Figure 1. Drive-strength map (run 1).
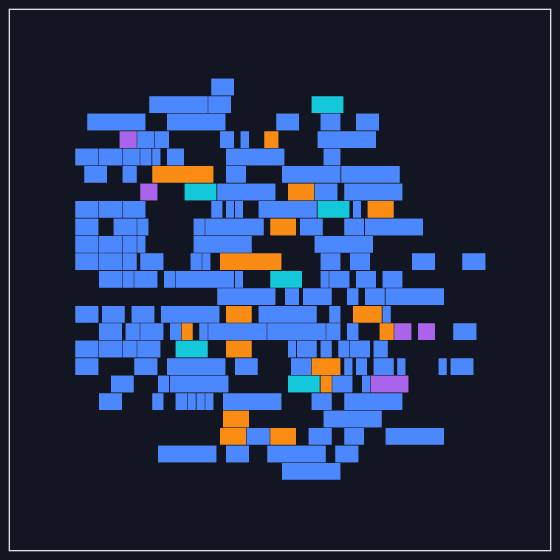
Figure 2. The metal 3 layer (run 1).
Cells faint in the background.
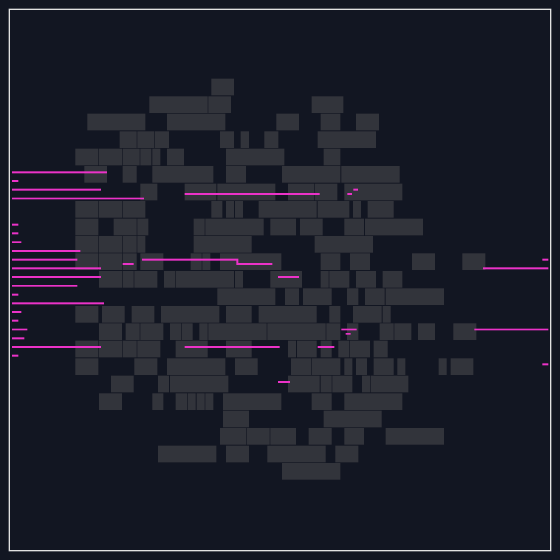
Figure 3. Gate-type map (run 1).
Bar = 20 µm.
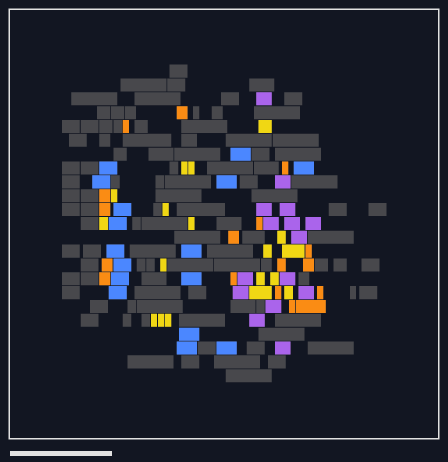
--- config.mk ---
export PLATFORM = sky130hd
export DESIGN_NAME = div_ratio_ctrl
export DESIGN_NICKNAME = d
export VERILOG_FILES = /design/src/rtl/div_ctrl_pkg.sv /design/src/rtl/div_core.sv /design/src/rtl/div_ratio_ctrl.sv
export SDC_FILE = /design/constraint.sdc
export NUM_CORES = 1
export LEC_CHECK = 0
export CORE_MARGIN = 10
export CORE_UTILIZATION = 35
export CTS_CLUSTER_SIZE = 30
export DETAILED_ROUTE_END_ITERATION = 12
export PLACE_DENSITY = 0.65
export SKIP_LAST_GASP = 1
export SLEW_MARGIN = 20
export SYNTH_ARGS = -nofsm -noshare
export SYNTH_HDL_FRONTEND = slang
export SYNTH_SLANG_ARGS = --single-unit
--- constraint.sdc ---
create_clock -name clk -period 2.8 [get_ports clk]
set_clock_uncertainty 0.1 [all_clocks]
set_input_delay 0.56 -clock clk [delete_from_list [all_inputs] [get_ports clk]]
set_output_delay 0.56 -clock clk [all_outputs]
set_load 0.005 [all_outputs]
--- src/rtl/div_ctrl_pkg.sv ---
// Shared types for the ratio-change controller: FSM state encoding and the
// default ratio/counter width.
package div_ctrl_pkg;

    localparam int DEF_W = 8;

    typedef enum logic [1:0] {
        IDLE = 2'd0,
        WAIT = 2'd1,
        DONE = 2'd2
    } state_t;

endpackage

--- src/rtl/div_core.sv ---
// Programmable clock divider: counts 0..cur_n, toggles fout on terminal count,
// and accepts a new ratio through a synchronous load that restarts the low phase.
module div_core
    import div_ctrl_pkg::*;
#(
    parameter int          W     = DEF_W,
    parameter int unsigned DEF_N = 2
) (
    input  logic         clk,
    input  logic         rst,
    input  logic         ld,
    input  logic [W-1:0] ld_n,
    output logic [W-1:0] cur_n,
    output logic         fout,
    output logic         tc
);

    logic [W-1:0] cnt;

    assign tc = (cnt == cur_n);

    // NOTE: sequential state uses non-blocking (<=) so every register samples
    // pre-edge values, independent of statement order.
    always_ff @(posedge clk or posedge rst) begin
        if (rst) begin
            cnt   <= '0;
            fout  <= 1'b0;
            cur_n <= W'(DEF_N);
        end else if (ld) begin
            // Load only happens at the end of a high phase, so forcing fout low
            // here is the regular falling edge, never a runt.
            cnt   <= '0;
            fout  <= 1'b0;
            cur_n <= ld_n;
        end else if (tc) begin
            cnt  <= '0;
            fout <= ~fout;
        end else begin
            cnt <= cnt + 1'b1;
        end
    end

endmodule

--- src/rtl/div_ratio_ctrl.sv ---
// Ratio-change controller: round-robin arbitration between two requesters and
// a glitch-free hand-over of the new ratio to the divider core.
module div_ratio_ctrl
    import div_ctrl_pkg::*;
#(
    parameter int          W     = DEF_W,
    parameter int unsigned DEF_N = 2
) (
    input  logic         clk,
    input  logic         rst,
    input  logic [1:0]   req,
    input  logic [W-1:0] ratio0,
    input  logic [W-1:0] ratio1,
    output logic [1:0]   gnt,
    output logic         err,
    output logic         done,
    output logic         busy,
    output logic [W-1:0] cur_n,
    output logic         fout,
    output logic         tc
);

    state_t       state;
    logic [W-1:0] pend_n;
    logic         last;       // index of the requester granted most recently
    logic         win;
    logic [1:0]   win_oh;
    logic [W-1:0] win_ratio;
    logic         ld;

    // NOTE: every always_comb output gets a default first, so no path can
    // leave a signal unassigned and infer a latch.
    always_comb begin
        win = req[1];
        if (req == 2'b11)
            win = ~last;
        win_oh    = win ? 2'b10 : 2'b01;
        win_ratio = win ? ratio1 : ratio0;
    end

    // Swap ratios only at the end of a high phase so neither half-period is cut short.
    assign ld   = (state == WAIT) && tc && fout;
    assign busy = (state != IDLE);

    always_ff @(posedge clk or posedge rst) begin
        if (rst) begin
            state  <= IDLE;
            pend_n <= '0;
            gnt    <= 2'b00;
            err    <= 1'b0;
            done   <= 1'b0;
            last   <= 1'b1;
        end else begin
            gnt  <= 2'b00;
            err  <= 1'b0;
            done <= 1'b0;
            case (state)
                IDLE: begin
                    // A held req is ignored during its own gnt cycle.
                    if (req != 2'b00 && gnt == 2'b00) begin
                        gnt    <= win_oh;
                        last   <= win;
                        pend_n <= win_ratio;
                        if (win_ratio == '0)
                            err <= 1'b1;
                        else
                            state <= WAIT;
                    end
                end
                WAIT: begin
                    if (ld) begin
                        state <= DONE;
                        done  <= 1'b1;
                    end
                end
                DONE:    state <= IDLE;
                default: state <= IDLE;
            endcase
        end
    end

    div_core #(
        .W     (W),
        .DEF_N (DEF_N)
    ) u_core (
        .clk   (clk),
        .rst   (rst),
        .ld    (ld),
        .ld_n  (pend_n),
        .cur_n (cur_n),
        .fout  (fout),
        .tc    (tc)
    );

endmodule

==> flow_summary.json, run 1 <==
{
  "post-place-ws_ns": 0.611,
  "area_growth_pct": 35.9,
  "viasPerCell": 4.87,
  "largest_area_cell": "dfrtp_1",
  "coreArea_mm2": 0.00400,
  "p_switching_uw": 597,
  "die_h_um": 84.1,
  "hpwl_um": 2440,
  "p_leak_nw": 0.858,
  "cp_cell_sequence": "xnor2_1 > nand4_2 > nor2_2 > clkdlybuf4s50_1",
  "grt_util_all_layers_pct": 9.22,
  "holdBufCountCts": 0,
  "grt_pass1_vias": 1142,
  "drc": 0,
  "tightestPinTransition_ns": 0.515,
  "cp_num_cells": 4,
  "crit_start": "u_core.cur_n[1]$_DFFE_PP1N_",
  "pg_seq_uw": 816,
  "fp-utilization_pct": 35.9,
  "drive_above_1_share_pct": 16.3,
  "finalCritPeriodShare_pct": 88.3,
  "p_int_mw": 1.22,
  "reg2regPathDepth": 4,
  "layoutNonFillerInstCount": 216,
  "p_sw_share_pct": 32.8,
  "antenna_cells": 0,
  "cts_tree": "built",
  "yosys_area_mm2": 0.00144,
  "post_cts_buffers": 0,
  "ys_ff": 32,
  "ys_warn_count": 0,
  "htree_levels": 2,
  "layout.nets": 186,
  "clkPwrFrac_pct": 19.7,
  "maxCapViolCount": 0,
  "slew_headroom_pct": 65.6,
  "r2r-start": "u_core.cur_n[1]$_DFFE_PP1N_",
  "critPathKind": "reg -> out",
  "lay_top_count": "clkdlybuf4s50_1",
  "yosysTopAreaCellShare_pct": 52.2,
  "comb_power_uw": 644,
  "cts-buffers-inserted": 5,
  "rsz0062_at_grt": "no",
  "holdCritStartpoint": "pend_n[6]$_DFFE_PP0P_",
  "ys_seq_share_pct": 55.9,
  "area_leaders": "dfrtp_1, mux2_2, mux2i_1",
  "critPathBufInv": 1,
  "worstPathRequired_ns": 2.14,
  "grt_pass1_wl_um": 5330,
  "status": "complete, no violations",
  "detail-route-antenna-nets": 0,
  "dieWidth_um": 84.1,
  "clockBufferDepth": 2,
  "rows": 23,
  "root_buffer": "clkbuf_8",
  "worst_path_max_delay_cell": "dfstp_2",
  "pwr-share-seq_pct": 44.9,
  "cts_sinks": 32,
  "openroad.warnings": 26,
  "synth.avg_cell_area_um2": 11.8,
  "pwr-share-comb_pct": 35.4,
  "min_to": "pend_n[6]$_DFFE_PP0P_",
  "grt_remaining_overflow": 0,
  "cts_resized": 0,
  "cp-endpoint": "tc",
  "fin_setup_tns_ns": 0,
  "arrival_ns": 1.81,
  "syn_nets": 143,
  "peakVddDrop_mv": 0.363,
  "r2r_setup_slack_ns": 0.80
}
## Picture notes: Figure 1
_6 and larger -> cyan  # cells 6, most used clkbuf_8
_3 and _4 cells -> purple  # cells 5, most used buf_4
_0 and _1 cells -> blue  # cells 139, most used clkdlybuf4s50_1
_2 cells -> orange  # cells 16, most used mux2_2

## Picture notes: Figure 2
main direction = horizontal
longest straight run = 20.7 µm
grt met3 use: 4.88%
total number of vias: 1052
DRT Wirelength: 3060 µm

## Picture notes: Figure 3
mux cells -> blue  # cells 16
xor and xnor cells -> purple  # cells 15
nor cells -> orange  # cells 17
nand cells -> yellow  # cells 18

## run 1: routing by layer
layer	share of wire, %	vias up	global-route usage (%)
met2	48	37	14.2
met5	0	-	0
met3	7.6	9	4.88
li1	-	511	-
met1	42	495	10.3
met4	2.3	0	3.96
## run 1: layout make-up
cell class	count	area [µm²]	area share, %
Clock inverter	2	10.0	0.512
Multi-Input combinational cell	86	618	31.6
Tap cell	50	62.6	3.20
Timing Repair Buffer	38	370	19.0
Sequential cell	32	803	41.1
Clock buffer	6	82.6	4.23
Inverter	2	7.51	0.384
## run 1: cells in the mapped netlist
library cell,n
o21ai_0,9
nor3_4,1
clkbuf_1,1
or2_2,1
nor4_1,5
nand3b_1,1
nor2_1,8
ha_1,1
o21a_1,1
xor2_1,6
nand2_1,9
nand3_1,6
inv_1,2
xnor2_1,9
nand4_2,2
dfrtp_1,30
nor3_1,1
buf_2,1
a21o_1,1
mux2i_1,8
mux2_2,8
nor2b_1,1
o32ai_1,1
and2_1,2
nor2_2,1
and3_1,2
dfstp_2,2
o21ai_1,1
a21boi_0,1
## run 1: logic make-up (layout without fill, tap and decap cells)
kind of cell / Yosys count / count (layout) / synth area share, %
AOI/OAI and AO/OA: 14 / 14 / 5.66
muxes: 16 / 16 / 11.8
and+or+nand+nor: 40 / 40 / 15.5
adders and majority gates: 1 / 1 / 0.870
buffers and inverters: 4 / 48 / 1.13
DFF: 32 / 32 / 55.9
xor gates and xnor gates: 15 / 15 / 9.14
## run 1: through the flow
step	util, %	total power [mW]	hold WS (ns)	cell area, µm²
finish	48.9	1.82	0.383	1950
global route	48.9	1.96	0.417	1950
CTS	48.9	1.85	0.386	1950
detailed placement	46.5	1.48	0.371	1860
global placement	46.5	1.46	0.361	1860
floorplan	-	1.20	0.344	1440
==> inputs of run 2 (changes only) <==
Settings changed: CAP_MARGIN from default to 20.
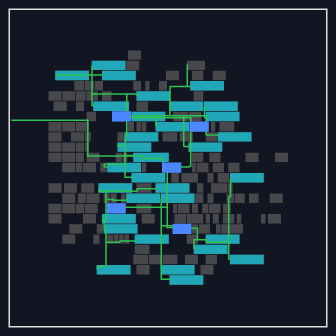
Figure 4: run 2, clock wires, drivers and flops.
clock drivers -> blue  # count 5
flip-flops -> cyan  # count 32
clock wires -> green  # length 394 µm
routed clock nets = 6
clock power share: 19.7%
clk pwr: 358 µW
Latency at later pin: 0.28 ns

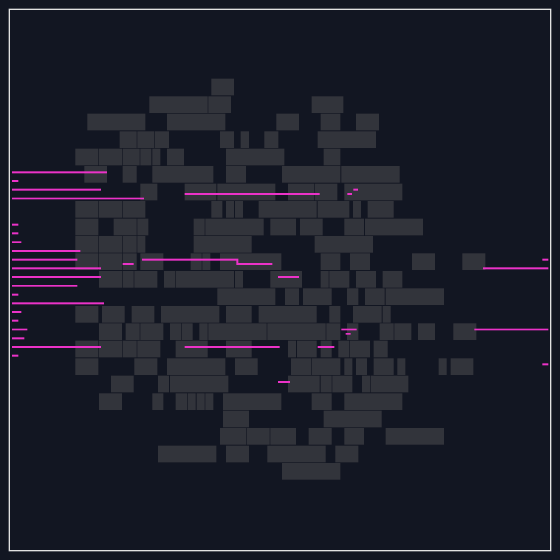
Figure 5: run 2, the metal 3 layer.
Cells faint in the background.
wire length on this layer = 233 µm
nets with wire on the layer = 29

==> run 2 against run 1 <==
Against the previous run: critical path depth unchanged; synthesized area unchanged; fmax is the same; non-clock buffer count did not move; flip-flop count did not move; global-route usage unchanged; routed wire length unchanged.
==> flow_summary.json, run 2 <==
{
  "fin_area_mm2": 0.00195,
  "cts-buffers-inserted": 5,
  "worst_path_max_delay_cell": "dfstp_2",
  "maxCapViolCount": 0,
  "tightestPinTransition_ns": 0.515,
  "num_vias": 1052,
  "viasPerCell": 4.87,
  "reg2regPathDepth": 4,
  "finalCritPeriodShare_pct": 88.3,
  "most_common_cell": "dfrtp_1",
  "layout.nets": 186,
  "syn_nets": 143,
  "routed_wl_um": 3060,
  "largest_registers": "pend_n (8), u_core.cnt (8), u_core.cur_n (8)",
  "fp-utilization_pct": 35.9,
  "peakVddDrop_mv": 0.363,
  "route.met2.wl_um": 1470,
  "post_cts_buffers": 0,
  "ys_ff": 32,
  "pg_seq_uw": 816,
  "p_sw_share_pct": 32.8,
  "area_growth_pct": 35.9,
  "maxUsedRoutingLayer": "met4",
  "area_leaders": "dfrtp_1, mux2_2, mux2i_1",
  "grt_pass1_vias": 1142,
  "htree_levels": 2,
  "synth-async-reset-ratio_pct": 100,
  "met3_usage_pct": 4.88,
  "cp_cell_sequence": "xnor2_1 > nand4_2 > nor2_2 > clkdlybuf4s50_1",
  "antenna_cells": 0,
  "cts_resized": 0,
  "post-place-ws_ns": 0.611,
  "largest_area_cell": "dfrtp_1",
  "grt_util_all_layers_pct": 9.22,
  "clockBufferDepth": 2,
  "wl_met3_um": 232,
  "holdBufCountCts": 0,
  "critPathBufInv": 1,
  "yosysTopAreaCellShare_pct": 52.2,
  "critPathKind": "reg -> out",
  "yosys_area_mm2": 0.00144,
  "dpl_cell_area_mm2": 0.00186,
  "rows": 23,
  "cts_tree": "built",
  "lay_top_count": "clkdlybuf4s50_1",
  "arrival_ns": 1.81,
  "edf_count": 0,
  "p_int_mw": 1.22,
  "worstPathRequired_ns": 2.14,
  "root_buffer": "clkbuf_8",
  "dieWidth_um": 84.1,
  "ys_top_cells_by_count": "dfrtp_1, nand2_1, o21ai_0, xnor2_1",
  "detail-route-antenna-nets": 0,
  "layoutNonFillerInstCount": 216,
  "ys.flop_type": "dfrtp_1",
  "cts_sinks": 32,
  "comb_power_uw": 644,
  "use_met1_pct": 10.3,
  "hpwl_um": 2440,
  "grt_remaining_overflow": 0,
  "cp_num_cells": 4,
  "drc": 0,
  "status": "complete, no violations",
  "synth.avg_cell_area_um2": 11.8,
  "pwr-share-seq_pct": 44.9
}
-- run 2: cell counts after synthesis --
Identical to the previous run, type by type.
-- run 2: path summary, 6_finish.rpt --
check	from	slack (ns)	endpoint
setup / recovery	u_core.cur_n[1]$_DFFE_PP1N_	0.33	tc
hold reg to reg	pend_n[6]$_DFFE_PP0P_	0.38	pend_n[6]$_DFFE_PP0P_
min in group asynchronous	rst	0.57	u_core.cnt[6]$_DFF_PP0_
max in group asynchronous	rst	1.70	last$_DFFE_PP1P_
setup reg to reg	u_core.cur_n[1]$_DFFE_PP1N_	0.80	u_core.cur_n[0]$_DFFE_PP0N_
hold / removal	pend_n[6]$_DFFE_PP0P_	0.38	pend_n[6]$_DFFE_PP0P_
-- run 2: final cells by class --
cell class              count  area, µm²  share of cell area (%)
well taps                  50       62.6                    3.20
clock inverters             2       10.0                   0.512
flip-flops and latches     32        803                    41.1
clock buffers               6       82.6                    4.23
multi-input cells          86        618                    31.6
inverters                   2       7.51                   0.384
repair buffers             38        370                    19.0
-- run 2: stage by stage --
| step | power [mW] | hold WS [ns] | util, % |
|---|---|---|---|
| 2_1_floorplan | 1.20 | 0.344 | - |
| 3_3_place_gp | 1.46 | 0.361 | 46.5 |
| 3_5_place_dp | 1.48 | 0.371 | 46.5 |
| 4_1_cts | 1.85 | 0.386 | 48.9 |
| 5_1_grt | 1.96 | 0.417 | 48.9 |
| 6_report | 1.82 | 0.383 | 48.9 |
-- run 2: cells by family after synthesis --
family / count (synthesis) / share of synthesized area (%)
multiplexers: 16 / 11.8
flip-flops: 32 / 55.9
AND/OR/NAND/NOR: 40 / 15.5
AND-OR/OR-AND: 14 / 5.66
buffers and inverters: 4 / 1.13
XOR/XNOR: 15 / 9.14
adder cells (fa/ha/maj): 1 / 0.870
No activity file was given, so power comes from the tool's default toggle rates.
